Run 1, cell placement:
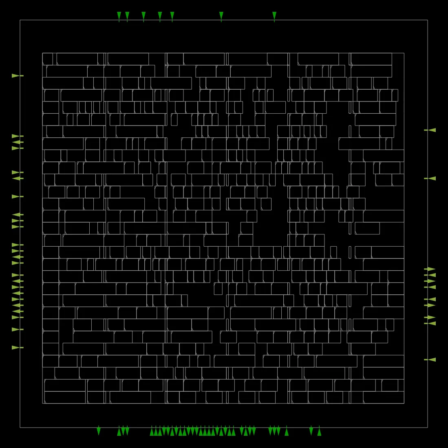
Run 1, I/O nets highlighted:
(3 px per um)
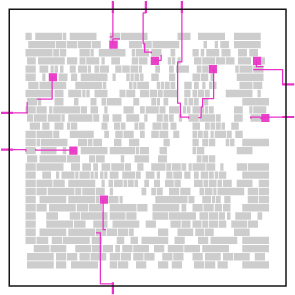
Run 1, routed metal, one colour a layer:
(4 px per um) Only two layers are drawn.
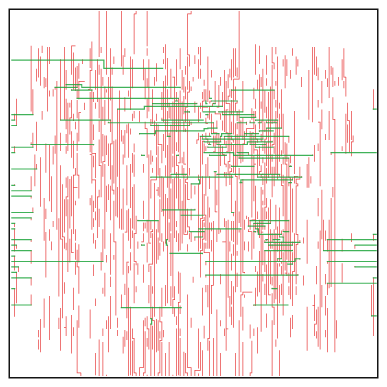
$ cat src/rtl/quadrilatero_pkg.sv
// rtl/quadrilatero_pkg.sv - shared types and sizes for the quadrilatero matrix issue path
// Contents:
//   N_REGS, RD_CNT_W, ID_W, REG_W : scoreboard sizing and instruction id width
//   execution_units_t              : functional unit selector
//   datatype_t                     : element datatype
//   dec_instr_t                    : decoded instruction as produced by the decoder, plus id
package quadrilatero_pkg;

  localparam int N_REGS   = 8;
  localparam int RD_CNT_W = 2;
  localparam int ID_W     = 4;
  localparam int REG_W    = $clog2(N_REGS);

  typedef enum logic [1:0] {
    FU_SA  = 2'd0,
    FU_LSU = 2'd1,
    FU_RF  = 2'd2
  } execution_units_t;

  typedef enum logic [1:0] {
    DT_INT8  = 2'd0,
    DT_INT16 = 2'd1,
    DT_INT32 = 2'd2,
    DT_FP32  = 2'd3
  } datatype_t;

  typedef struct packed {
    logic [ID_W-1:0]       id;
    logic [1:0]            n_matrix_operands_read;
    logic [2:0][REG_W-1:0] rf_read_regs;
    logic [REG_W-1:0]      rf_writeback_reg;
    logic                  rf_writeback;
    logic                  is_store;
    logic                  is_float;
    execution_units_t      exec_unit;
    datatype_t             datatype;
  } dec_instr_t;

endpackage

$ cat src/rtl/quadrilatero_scoreboard.sv
// rtl/quadrilatero_scoreboard.sv - matrix register pending-write bits, reader counters and hazard detect
// Ports:
//   clk_i, rst_ni          : clock, asynchronous active-low reset
//   n_rd_i, rd_regs_i      : read operand count and indices of the candidate instruction
//   wb_i, wb_reg_i         : candidate writes back, and to which register
//   issue_i                : candidate is issued this cycle
//   rd_done_i, wb_done_i   : per-register release pulses from the FUs
//   hazard_o               : candidate must not issue (RAW, WAW, WAR or counter saturation)
//   busy_o                 : any pending write or any non-zero reader count
module quadrilatero_scoreboard
  import quadrilatero_pkg::*;
#(
  parameter int N_REGS   = quadrilatero_pkg::N_REGS,
  parameter int RD_CNT_W = quadrilatero_pkg::RD_CNT_W
) (
  input  logic                  clk_i,
  input  logic                  rst_ni,
  input  logic [1:0]            n_rd_i,
  input  logic [2:0][REG_W-1:0] rd_regs_i,
  input  logic                  wb_i,
  input  logic [REG_W-1:0]      wb_reg_i,
  input  logic                  issue_i,
  input  logic [N_REGS-1:0]     rd_done_i,
  input  logic [N_REGS-1:0]     wb_done_i,
  output logic                  hazard_o,
  output logic                  busy_o
);

  // Wide enough to hold counter + up to 3 new readers without wrapping.
  localparam int            SW      = RD_CNT_W + 2;
  localparam logic [SW-1:0] CNT_MAX = SW'((1 << RD_CNT_W) - 1);

  logic [N_REGS-1:0]   r_pending_wr;
  logic [RD_CNT_W-1:0] r_rd_cnt  [N_REGS];
  logic [1:0]          w_occ     [N_REGS];
  logic [RD_CNT_W-1:0] w_cnt_nxt [N_REGS];
  logic                w_raw, w_sat, w_waw, w_war, w_cnt_nz;

  // Readers per register for the candidate; a register named twice counts twice.
  always_comb begin
    for (int r = 0; r < N_REGS; r++) w_occ[r] = '0;
    for (int i = 0; i < 3; i++) begin
      if (i < int'(n_rd_i)) w_occ[rd_regs_i[i]] = w_occ[rd_regs_i[i]] + 2'd1;
    end
  end

  always_comb begin
    w_raw    = 1'b0;
    w_sat    = 1'b0;
    w_cnt_nz = 1'b0;
    for (int r = 0; r < N_REGS; r++) begin
      if (w_occ[r] != 2'd0) begin
        w_raw = w_raw | r_pending_wr[r];
        // Stall if all of this instruction's readers would not fit in the counter.
        w_sat = w_sat | ((SW'(r_rd_cnt[r]) + SW'(w_occ[r])) > CNT_MAX);
      end
      w_cnt_nz = w_cnt_nz | (r_rd_cnt[r] != '0);
      // Net change: new readers in, one release out; a release on zero is dropped.
      w_cnt_nxt[r] = r_rd_cnt[r]
                   + (issue_i ? RD_CNT_W'(w_occ[r]) : '0)
                   - RD_CNT_W'(rd_done_i[r] && (r_rd_cnt[r] != '0));
    end
    w_waw = wb_i && r_pending_wr[wb_reg_i];
    w_war = wb_i && (r_rd_cnt[wb_reg_i] != '0);
  end

  assign hazard_o = w_raw | w_sat | w_waw | w_war;
  assign busy_o   = (|r_pending_wr) | w_cnt_nz;

  always_ff @(posedge clk_i or negedge rst_ni) begin
    if (!rst_ni) begin
      r_pending_wr <= '0;
      for (int r = 0; r < N_REGS; r++) r_rd_cnt[r] <= '0;
    end else begin
      // A new write on the register being released keeps it pending.
      r_pending_wr <= (r_pending_wr & ~wb_done_i)
                    | ((issue_i && wb_i) ? (N_REGS'(1) << wb_reg_i) : '0);
      for (int r = 0; r < N_REGS; r++) r_rd_cnt[r] <= w_cnt_nxt[r];
    end
  end

endmodule

$ cat src/rtl/quadrilatero_dispatcher.sv
// rtl/quadrilatero_dispatcher.sv - single-entry buffer that issues decoded matrix instructions in order
// Ports:
//   clk_i, rst_ni                : clock, asynchronous active-low reset
//   instr_valid_i/instr_ready_o  : decoder handshake, instr_i carries the decoded instruction
//   sa_/lsu_/rf_valid_o, _ready_i: issue handshake per functional unit
//   issue_o                      : buffered instruction, shared by all FUs
//   rd_done_i, wb_done_i         : per-register operand-read / writeback completion pulses
//   busy_o                       : buffer full or scoreboard holds any state
module quadrilatero_dispatcher
  import quadrilatero_pkg::*;
#(
  parameter int N_REGS   = quadrilatero_pkg::N_REGS,
  parameter int RD_CNT_W = quadrilatero_pkg::RD_CNT_W
) (
  input  logic              clk_i,
  input  logic              rst_ni,
  input  logic              instr_valid_i,
  output logic              instr_ready_o,
  input  dec_instr_t        instr_i,
  output logic              sa_valid_o,
  input  logic              sa_ready_i,
  output logic              lsu_valid_o,
  input  logic              lsu_ready_i,
  output logic              rf_valid_o,
  input  logic              rf_ready_i,
  output dec_instr_t        issue_o,
  input  logic [N_REGS-1:0] rd_done_i,
  input  logic [N_REGS-1:0] wb_done_i,
  output logic              busy_o
);

  logic       r_full;
  dec_instr_t r_instr;
  logic       w_hazard, w_sb_busy, w_issue_ok, w_fu_ready, w_fire, w_accept;

  quadrilatero_scoreboard #(
    .N_REGS   (N_REGS),
    .RD_CNT_W (RD_CNT_W)
  ) u_sb (
    .clk_i     (clk_i),
    .rst_ni    (rst_ni),
    .n_rd_i    (r_instr.n_matrix_operands_read),
    .rd_regs_i (r_instr.rf_read_regs),
    .wb_i      (r_instr.rf_writeback),
    .wb_reg_i  (r_instr.rf_writeback_reg),
    .issue_i   (w_fire),
    .rd_done_i (rd_done_i),
    .wb_done_i (wb_done_i),
    .hazard_o  (w_hazard),
    .busy_o    (w_sb_busy)
  );

  always_comb begin
    w_fu_ready = 1'b0;
    case (r_instr.exec_unit)
      FU_SA:   w_fu_ready = sa_ready_i;
      FU_LSU:  w_fu_ready = lsu_ready_i;
      FU_RF:   w_fu_ready = rf_ready_i;
      default: w_fu_ready = 1'b0;
    endcase
  end

  assign w_issue_ok    = r_full && !w_hazard;
  assign sa_valid_o    = w_issue_ok && (r_instr.exec_unit == FU_SA);
  assign lsu_valid_o   = w_issue_ok && (r_instr.exec_unit == FU_LSU);
  assign rf_valid_o    = w_issue_ok && (r_instr.exec_unit == FU_RF);
  assign w_fire        = w_issue_ok && w_fu_ready;
  // Slot frees up in the same cycle the current entry issues.
  assign instr_ready_o = !r_full || w_fire;
  assign w_accept      = instr_valid_i && instr_ready_o;
  assign issue_o       = r_instr;
  assign busy_o        = r_full || w_sb_busy;

  always_ff @(posedge clk_i or negedge rst_ni) begin
    if (!rst_ni) begin
      r_full  <= 1'b0;
      r_instr <= '0;
    end else if (w_accept) begin
      r_full  <= 1'b1;
      r_instr <= instr_i;
    end else if (w_fire) begin
      r_full  <= 1'b0;
    end
  end

endmodule
$ cat config.mk
export PLATFORM = sky130hd
export DESIGN_NAME = quadrilatero_dispatcher
export DESIGN_NICKNAME = d
export VERILOG_FILES = /design/src/rtl/quadrilatero_pkg.sv /design/src/rtl/quadrilatero_scoreboard.sv /design/src/rtl/quadrilatero_dispatcher.sv
export SDC_FILE = /design/constraint.sdc
export NUM_CORES = 1
export LEC_CHECK = 0
export CAP_MARGIN = 20
export CORE_MARGIN = 5
export CORE_UTILIZATION = 57
export CTS_BUF_LIST = sky130_fd_sc_hd__clkbuf_4 sky130_fd_sc_hd__clkbuf_8 sky130_fd_sc_hd__clkbuf_16
export CTS_CLUSTER_SIZE = 25
export DETAILED_ROUTE_END_ITERATION = 7
export PLACE_DENSITY = 0.9
export SYNTH_ARGS = -nofsm -noshare
export SYNTH_HDL_FRONTEND = slang
export SYNTH_SLANG_ARGS = --single-unit
$ cat constraint.sdc
create_clock -name clk_i -period 7.35 [get_ports clk_i]
set_input_delay 1.1025 -clock clk_i [delete_from_list [all_inputs] [get_ports clk_i]]
set_output_delay 1.1025 -clock clk_i [all_outputs]
set_load 0.01 [all_outputs]
==> impl_metrics.env, run 1 <==
# flow metrics
export IMPL_critical_path_slowest_cell="sky130_fd_sc_hd__dfrtp_1"
export IMPL_met1_length_um=4497
export IMPL_most_instantiated_logic_cell_after_routing="sky130_fd_sc_hd__clkdlybuf4s50_1"
export IMPL_status="finished, final reports clean"
export IMPL_worst_ep_arrival_time_ns=5.72
export IMPL_r2r_start="issue_o[20]"
export IMPL_synth_most_common_cell="sky130_fd_sc_hd__dfrtp_1"
export IMPL_track_usage_pct=26.12
export IMPL_cts_inserted_buffers=5
export IMPL_critical_path_buf_inv_count=2
export IMPL_worst_path_stages=16
export IMPL_post_synth_inst_count=401
export IMPL_std_cell_rows=29
export IMPL_setup_worst_path_class="flop to output port"
export IMPL_fmax_mhz=146.5
export IMPL_routed_via_count=3472
export IMPL_worst_hold_path_endpoint="issue_o[21]"
export IMPL_first_iter_violations=309
export IMPL_fin_crit_sh_pct=92.85
export IMPL_cts_root_to_sink_buffers=2
export IMPL_dp_cells=538
export IMPL_flow_area_growth_from_synthesis_pct=23.80
export IMPL_synthArstFlopShare_pct=100.0
export IMPL_timing_final_setup_violations=0
export IMPL_yosysUniqueCellTypes=57
export IMPL_init_core_util_pct=59.34
export IMPL_cts_tree="built"
export IMPL_detail_route_wl_per_cell_um=19.68
export IMPL_antenna_violating_nets_post_route=0
export IMPL_worstSkewPairLatency_ns=0.32
export IMPL_finalCoreUtilization_pct=73.47
export IMPL_crit_family="simple AND/OR/NAND/NOR gates"
export IMPL_synthTopCellsByCount="sky130_fd_sc_hd__dfrtp_1 (50), sky130_fd_sc_hd__nor2_1 (30), sky130_fd_sc_hd__nor3_1 (27)"
export IMPL_required_ns=6.25
export IMPL_unrepaired_setup_endpoints_after_global_routing="no"
export IMPL_synth_area_leader_cell="sky130_fd_sc_hd__dfrtp_1"
About 'cell placement':
final instance count without filler cells: 547
core area: 6422 um2
number of flip-flops and latches: 50
number of well-tap cells placed: 77
share of cell area taken by flip-flops and latches: 26.52%

About 'I/O nets highlighted':
magenta -> `rd_done_i`  # bits 8, direction input, edge 3 top, 2 left, 2 right, 1 bottom, end cells 8, buffers 8, wire 204 um
IO Count: 77
port bufs: 76

About 'routed metal, one colour a layer':
red -> M2  # wire length 5060 um
green -> M3  # wire length 833 um

run 1: area by class of cell:
type	instances	area, um2	share of cell area, %
clock buffer	5	68.82	1.458
clock inverter	3	43.79	0.9281
inverter	24	90.09	1.909
multi-input combinational	307	2362	50.07
sequential	50	1251	26.52
tap	77	96.34	2.042
timing repair buffer	81	805.8	17.08
run 1: power by group:
part	internal, uW	switching, uW	total [uW]
sequential	406	233	639
clock	102	103	205
combinational	654	623	1280
run 1: registers in the layout, indices dropped and copies added, names as in the netlist:
| register | flops |
|---|---|
| r_full | 1 |
| u_sb.r_pending_wr | 8 |
| issue_o | 25 |
| u_sb.r_rd_cnt | 16 |
## Run 2: what changed since run 1
--- a/config.mk
+++ b/config.mk
@@ -12,6 +12,7 @@
 export CTS_CLUSTER_SIZE = 25
 export DETAILED_ROUTE_END_ITERATION = 7
 export PLACE_DENSITY = 0.9
+export REMOVE_ABC_BUFFERS = 1
 export SYNTH_ARGS = -nofsm -noshare
 export SYNTH_HDL_FRONTEND = slang
 export SYNTH_SLANG_ARGS = --single-unit
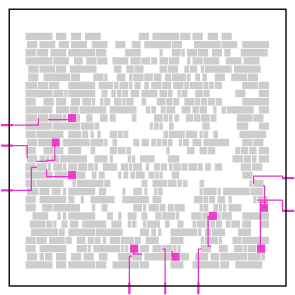
Run 2: I/O nets highlighted
(3 px per um)
magenta -> `rd_done_i`  # bits 8, direction input, edge 3 bottom, 3 left, 2 right, end cells 8, buffers 8, wire 176 um

==> run 2 against run 1 <==
Net effect:
- final cell count up 0.37%
- synthesized area unchanged
- largest cell class unchanged
- clock skew up 0.0042 ns
- critical path depth unchanged
==> impl_metrics.env, run 2 <==
# flow metrics
export IMPL_status="finished, final reports clean"
export IMPL_yosysUniqueCellTypes=57
export IMPL_buffer_ports_inserted=76
export IMPL_proportion_of_power_drawn_by_flip_flops_and_latches_pct=30.1
export IMPL_first_iter_violations=411
export IMPL_worstSkewPairLatency_ns=0.32
export IMPL_final_layout_size_suffix_gt1_share_pct=11.44
export IMPL_core_area_um2=6422
export IMPL_dp_cells=541
export IMPL_boundaryPins=77
export IMPL_init_core_util_pct=59.34
export IMPL_crit_family="simple AND/OR/NAND/NOR gates"
export IMPL_num_nonclk_inverters=24
export IMPL_comb_multi_input_count=307
export IMPL_cts_inserted_buffers=5
export IMPL_power_combinational_fraction_pct=61.7
export IMPL_comb_cell_share_pct=50.24
export IMPL_max_cap_viol_count=0
export IMPL_required_ns=6.25
export IMPL_power_internal_uw=1141
export IMPL_timing_final_setup_violations=0
export IMPL_fin_crit_sh_pct=90.11
export IMPL_worst_slack_ns=0.7271
export IMPL_most_instantiated_logic_cell_after_routing="sky130_fd_sc_hd__clkdlybuf4s50_1"
export IMPL_area_share_sequential_pct=26.61
export IMPL_setup_worst_path_class="flop to output port"
export IMPL_layout_area_top_class="logic gates"
export IMPL_fmax_mhz=151.0
export IMPL_layout_cells_non_filler=549
export IMPL_r2r_start="issue_o[20]"
export IMPL_synth_area_leader_cell="sky130_fd_sc_hd__dfrtp_1"
export IMPL_seq_power_uw=638
export IMPL_largest_reg_flops=25
export IMPL_synthArstFlopShare_pct=100.0
export IMPL_yosys_warnings=0
export IMPL_number_of_flip_flops_and_latches=50
export IMPL_cts_root_to_sink_buffers=2
export IMPL_antenna_violating_nets_post_route=0
export IMPL_power_top_group="combinational cells"
export IMPL_nClkBuffers=6
export IMPL_n_all_buffers=83
export IMPL_std_cell_rows=29
export IMPL_regArea_um2=1251
export IMPL_power_frac_clock_pct=8.2
export IMPL_critical_path_slowest_cell="sky130_fd_sc_hd__nor4b_1"
export IMPL_area_share_nonclk_buffers_pct=17.19
export IMPL_synthTopCellsByCount="sky130_fd_sc_hd__dfrtp_1 (50), sky130_fd_sc_hd__nor2_1 (30), sky130_fd_sc_hd__nor3_1 (27)"
export IMPL_routed_via_count=3491
export IMPL_logic_area_um2=2362
export IMPL_netSwitchingPower_uw=976.8
export IMPL_critical_path_buf_inv_count=2
export IMPL_worst_ep_arrival_time_ns=5.52
export IMPL_synth_adder_area_share_pct=7.879
export IMPL_flow_area_growth_from_synthesis_pct=23.37
export IMPL_synth_most_common_cell="sky130_fd_sc_hd__dfrtp_1"
export IMPL_floorplan_tapcells=77
export IMPL_unrepaired_setup_endpoints_after_global_routing="no"
export IMPL_clockNetworkPower_uw=174
export IMPL_cts_num_sinks=50
export IMPL_root_buffer="sky130_fd_sc_hd__clkbuf_8"
export IMPL_power_combinational_total_uw=1310
export IMPL_pre_cts_ws_ns=1.115
export IMPL_post_synth_inst_count=401
export IMPL_synth_logic_family="simple AND/OR/NAND/NOR gates"
export IMPL_cts_tree="built"
export IMPL_detail_route_wl_per_cell_um=20.19
export IMPL_clock_cell_area_share_pct=1.996
export IMPL_number_of_antenna_violations_at_the_first_check_in_global_routing=0
export IMPL_largest_cells_by_area="sky130_fd_sc_hd__dfrtp_1 (33%), sky130_fd_sc_hd__ha_1 (7.9%), sky130_fd_sc_hd__mux2_4 (7.9%)"
export IMPL_power_share_switching_pct=46.12
export IMPL_track_usage_pct=26.46
## run 2: path summary, 6_finish.rpt
path                                     endpoint  cells past startpoint
max in group asynchronous              issue_o[3]                      2
worst max-delay path                   rf_valid_o                     16
worst min-delay path                  issue_o[21]                      1
min in group asynchronous              issue_o[8]                      2
worst max register to register  u_sb.r_rd_cnt[13]                     20
worst min register to register        issue_o[21]                      1
## run 2: metal layers
metal  GRT usage [%]  routed length [um]  vias up
met1           33.14                4403     1663
met4           8.663                 358        0
li1                -                   -     1586
met3           4.992                 878       44
met5               0                   0        -
met2           46.01                5444      198
## run 2: stage by stage
stage / total power, uW / util [%]
floorplan: 1426 / -
global placement: 1870 / 71.75
detailed placement: 1926 / 71.75
CTS: 2107 / 73.21
global route: 2262 / 73.21
finish: 2118 / 73.21
Power and IR drop assume default switching activity.
